metal_stack.png
Bar = 20 um. Two of the layers only.
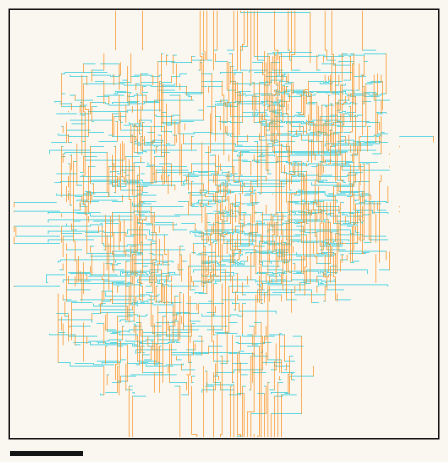
final_clocks.png
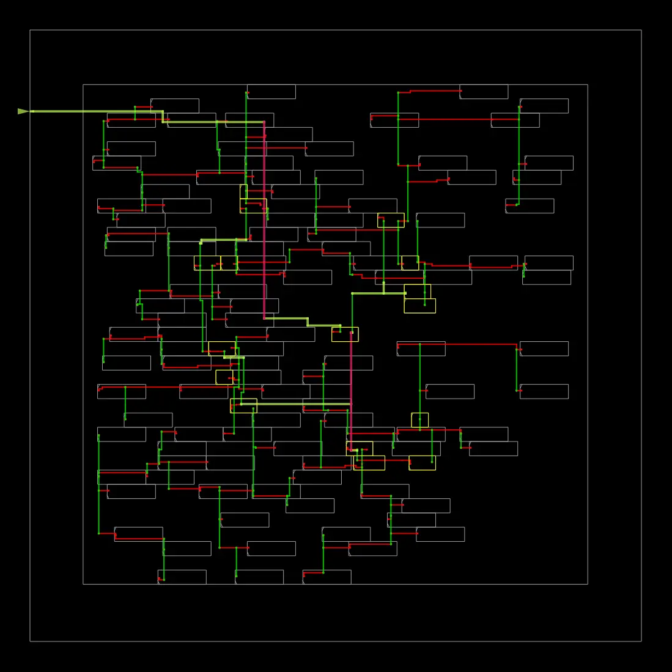
met2.png
Bar = 20 um.
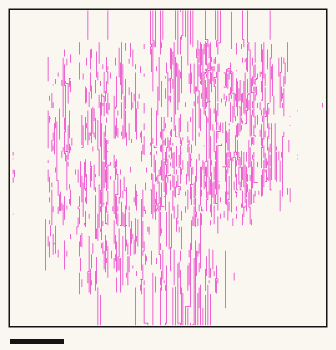
<file path="src/rtl/photon_hls_deadlock_reporter.sv">
// photon_hls_deadlock_reporter: confirms persistent monitor deadlocks and emits one timestamped report per event
module photon_hls_deadlock_reporter #(
  parameter int INFO_W = 9,
  parameter int CONFIRM_CYCLES = 16,
  parameter int CNT_W = 16,
  parameter int TS_W = 32
) (
  input  logic              clock,
  input  logic              reset,
  input  logic              block_in,
  input  logic [INFO_W-1:0] axis_block_info_in,
  input  logic              clear,
  output logic              report_valid,
  input  logic              report_ready,
  output logic [INFO_W-1:0] report_info,
  output logic [TS_W-1:0]   report_timestamp,
  output logic [CNT_W-1:0]  report_count,
  output logic              deadlock_sticky,
  output logic [1:0]        state_dbg
);
  typedef enum logic [1:0] {IDLE, CONFIRM, REPORT, HOLD} state_t;
  localparam logic [16:0] CC = 17'(CONFIRM_CYCLES);
  state_t state;
  logic [15:0] cnt;
  logic [TS_W-1:0] ts;
  logic confirm;
  // confirm on the edge whose sample of block_in would bring the run length to CONFIRM_CYCLES
  assign confirm = block_in && ((state == IDLE && CC == 17'd1) ||
                                (state == CONFIRM && {1'b0, cnt} + 17'd1 == CC));
  assign state_dbg = state;
  always_ff @(posedge clock or posedge reset) begin
    if (reset) begin
      state            <= IDLE;
      cnt              <= '0;
      ts               <= '0;
      report_valid     <= 1'b0;
      report_info      <= '0;
      report_timestamp <= '0;
      report_count     <= '0;
      deadlock_sticky  <= 1'b0;
    end else begin
      ts <= ts + 1'b1;
      if (clear) begin
        state           <= IDLE;
        cnt             <= '0;
        report_valid    <= 1'b0;
        report_count    <= '0;
        deadlock_sticky <= 1'b0;
      end else if (confirm) begin
        state            <= REPORT;
        cnt              <= '0;
        report_valid     <= 1'b1;
        report_info      <= axis_block_info_in;
        report_timestamp <= ts;
        report_count     <= report_count + CNT_W'(report_count != '1);
        deadlock_sticky  <= 1'b1;
      end else begin
        case (state)
          IDLE: if (block_in) begin
            state <= CONFIRM;
            cnt   <= 16'd1;
          end
          CONFIRM: begin
            state <= block_in ? CONFIRM : IDLE;
            cnt   <= block_in ? cnt + 16'd1 : 16'd0;
          end
          REPORT: if (report_ready) begin
            state        <= HOLD;
            report_valid <= 1'b0;
          end
          HOLD: state <= block_in ? HOLD : IDLE;
        endcase
      end
    end
  end
endmodule

</file>
<file path="config.mk">
export PLATFORM = sky130hd
export DESIGN_NAME = photon_hls_deadlock_reporter
export DESIGN_NICKNAME = d
export VERILOG_FILES = /design/src/rtl/photon_hls_deadlock_reporter.sv
export SDC_FILE = /design/constraint.sdc
export NUM_CORES = 1
export LEC_CHECK = 0
export CAP_MARGIN = 30
export CORE_MARGIN = 10
export CORE_UTILIZATION = 55
export CTS_CLUSTER_SIZE = 8
export DETAILED_ROUTE_END_ITERATION = 10
export PLACE_DENSITY = 0.81
export SYNTH_ARGS = -nofsm -noshare
export SYNTH_HDL_FRONTEND = slang
export SYNTH_SLANG_ARGS = --single-unit
export TNS_END_PERCENT = 1
</file>
<file path="constraint.sdc">
create_clock -name clock -period 10.7 [get_ports clock]
set_input_delay 1.605 -clock clock [delete_from_list [all_inputs] [get_ports clock]]
set_output_delay 1.605 -clock clock [all_outputs]
set_load 0.02 [all_outputs]
</file>
==> flow_metrics.tcl <==
# metrics dict for downstream scripts
set metrics [dict create \
    status "complete, no violations" \
    gp_congestion 0.8403 \
    netSwitchingPower_w 0.0001660 \
    relSlewSlack_pct 36.09 \
    comb_area_mm2 0.002255 \
    irDropWorstVdd_v 0.00006407 \
    r2r_slack_ns 7.07 \
    topCellsByArea "dfrtp_1 (53%), mux2_2 (11%), xnor2_1 (5.0%)" \
    final_util_pct 66.86 \
    ff2ff_path_depth 8 \
    seq_area_mm2 0.002728 \
    share_comb_of_total_power_pct 3.2 \
    setup_viol 0 \
    first_pass_iters 4 \
    log.warning_count 27 \
    whs_endpoint "ts[31]" \
    crit_path_start_kind "input pin" \
    die_h_um 116.5 \
    layout-area-overhead-vs-synth_pct 19.53 \
    leakage_nw 2.712 \
    p_sw_share_pct 24.52 \
    fin_crit_ns 4.197 \
    rsz0062_at_grt "no" \
    hpwl_mm 7.440 \
    p_seq_share_pct 61.0 \
    report.final.slew_viol_count 0 \
    cts_tree "done" \
    final_nets 549 \
    pwr_density_cell_mw_per_mm2 110.6 \
    common_cells "dfrtp_1 (109), mux2_2 (50), nand2_1 (38)" \
    antenna_found_initial 0 \
    fin_cells 646 \
    path_cells "clkdlybuf4s50_1 > nand2_1 > a2111oi_4 > o2111ai_2 > nor3_4 > buf_4 > mux2_2" \
    yosysTopAreaCell "dfrtp_1" \
    cts_resized 0 \
    tightestPinTransition_ns 0.9586 \
    yosysMostFrequentCell "dfrtp_1" \
    yosys_area_mm2 0.005120 \
    holdBufCountCts 0 \
    whs_ns 0.4822 \
    ys.warnings.count 0 \
    syn_inst 464 \
    ant_nets 0 \
    drt_iter0_drc 191 \
    synth_cell_types 47 \
    dp.cells 630 \
    cts_sinks 109 \
    io_pins 75 \
    n_fill_cell 707 \
    grt_pass1_wl_mm 18.07 \
    chipArea_mm2 0.01357 \
    fp_util_pct 55.94 \
    synth-async-reset-ratio_pct 100.0 \
    fmax_ghz 0.2383 \
    clock_power_share_pct 35.8 \
    max_stage_delay_ns 0.56 \
    ys_seq_elements 109 \
    finalClockPeriodUsage_pct 39.22 \
    r2r_start "cnt[0]" \
    hold_class "reg -> reg" \
    dieWidth_um 116.5 \
    syn_nets 483 \
    cap_violations 0 \
    worstPathMaxFanout 41 \
    clk_pin_slew_ns 0.11 \
    grt_max_degree 66 \
    clock_skew_ns 0.01386 \
    holdPathStages 1 \
]
-- metal_stack.png (at the start) --
orange -> met2  # wire length 5,340 um
cyan -> met1  # wire length 4,570 um

-- final_clocks.png (at the start) --
Num CTS Buffers: 9
# clk buffers: 10

-- met2.png (at the start) --
longest straight run = 32.6 um
share of all routed wire = 51%
wire length on this layer = 5,340 um
main direction = vertical
nets with wire on the layer = 496
drt total wl: 10.54 mm
routing usage on met2: 26.43%
vias: 3,671

-- layer usage --
metal | track usage, % | routed length, um
met1 | 20.94 | 4572
met2 | 26.43 | 5338
met3 | 4.571 | 514
met4 | 5.505 | 114
met5 | 0 | 0
-- metrics by stage --
stage                     cell area, um2  power [W]  worst slack, ns
final                               6120  0.0006770            6.503
after global routing                6120  0.0007044            6.278
after floorplan                     5120  0.0004333            6.221
after global placement              5924  0.0004426            6.231
after CTS                           6120  0.0006841            6.505
after detailed placement            5924  0.0004435            6.107
-- sequential cells by signal, indices dropped and copies added, names as in the netlist --
signal,cells
cnt,16
report_count,16
report_valid,1
deadlock_sticky,1
report_timestamp,32
state_dbg,2
ts,32
report_info,9
-- power groups by stage --
stage	Combinational [W]	Sequential, W	Clock (W)
finish	0.0000215	0.000413	0.000242
global route	0.0000245	0.000413	0.000267
CTS	0.0000225	0.000413	0.000249
detailed placement	0.0000224	0.000421	0
global placement	0.0000216	0.000421	0
floorplan	0.0000121	0.000421	0
-- layout by cell type, fill, tap and decap left out, types with 7 or more instances in the layout --
cell | Yosys | final
dfrtp_1 | 109 | 109
clkdlybuf4s50_1 | 0 | 74
xnor2_1 | 29 | 29
nor3_1 | 10 | 10
nand2_1 | 38 | 38
mux2_2 | 50 | 50
nand3_1 | 29 | 29
nand4_1 | 13 | 13
xor2_1 | 10 | 10
inv_1 | 8 | 7
nor2b_1 | 14 | 14
o31ai_1 | 7 | 7
nor2_1 | 37 | 37
a21oi_1 | 10 | 10
nor4_1 | 8 | 8
o21ai_0 | 13 | 13
clkbuf_8 | 0 | 9
and3_1 | 11 | 11
-- layout make-up --
| type | count | share of cell area, % |
|---|---|---|
| clock buffer | 10 | 2.085 |
| timing repair buffer | 78 | 12.59 |
| sequential | 109 | 44.57 |
| multi-input combinational | 324 | 36.84 |
| tap | 111 | 2.269 |
| clock inverter | 6 | 1.104 |
| inverter | 8 | 0.5316 |
-- cells by family (layout without fill, tap and decap cells) --
family          Yosys count  after routing  share of synthesized area (%)
flops                   109            109                          53.27
xor+xnor                 39             39                          6.671
buf+inv                  31            102                          2.810
simple gates            181            181                          18.18
compound gates           47             47                          6.403
mux                      52             52                          11.44
fa+ha+maj                 5              5                          1.222
-- how the worst max path moves through the flow --
stage	from	endpoint	slack, ns
after floorplan	reset	cnt[0]	6.22
after global placement	block_in	report_timestamp[23]	6.23
after detailed placement	block_in	report_timestamp[13]	6.11
after CTS	block_in	report_timestamp[31]	6.50
after global routing	block_in	report_timestamp[31]	6.28
final	block_in	report_timestamp[31]	6.50
-- critical path: cells and delay by family --
family / cells / cell delay, ns
buf+inv: 2 / 1.05
compound gates: 2 / 0.92
simple gates: 2 / 0.45
mux: 1 / 0.40
Power figures rest on the tool's default switching activity, not on a simulated workload.
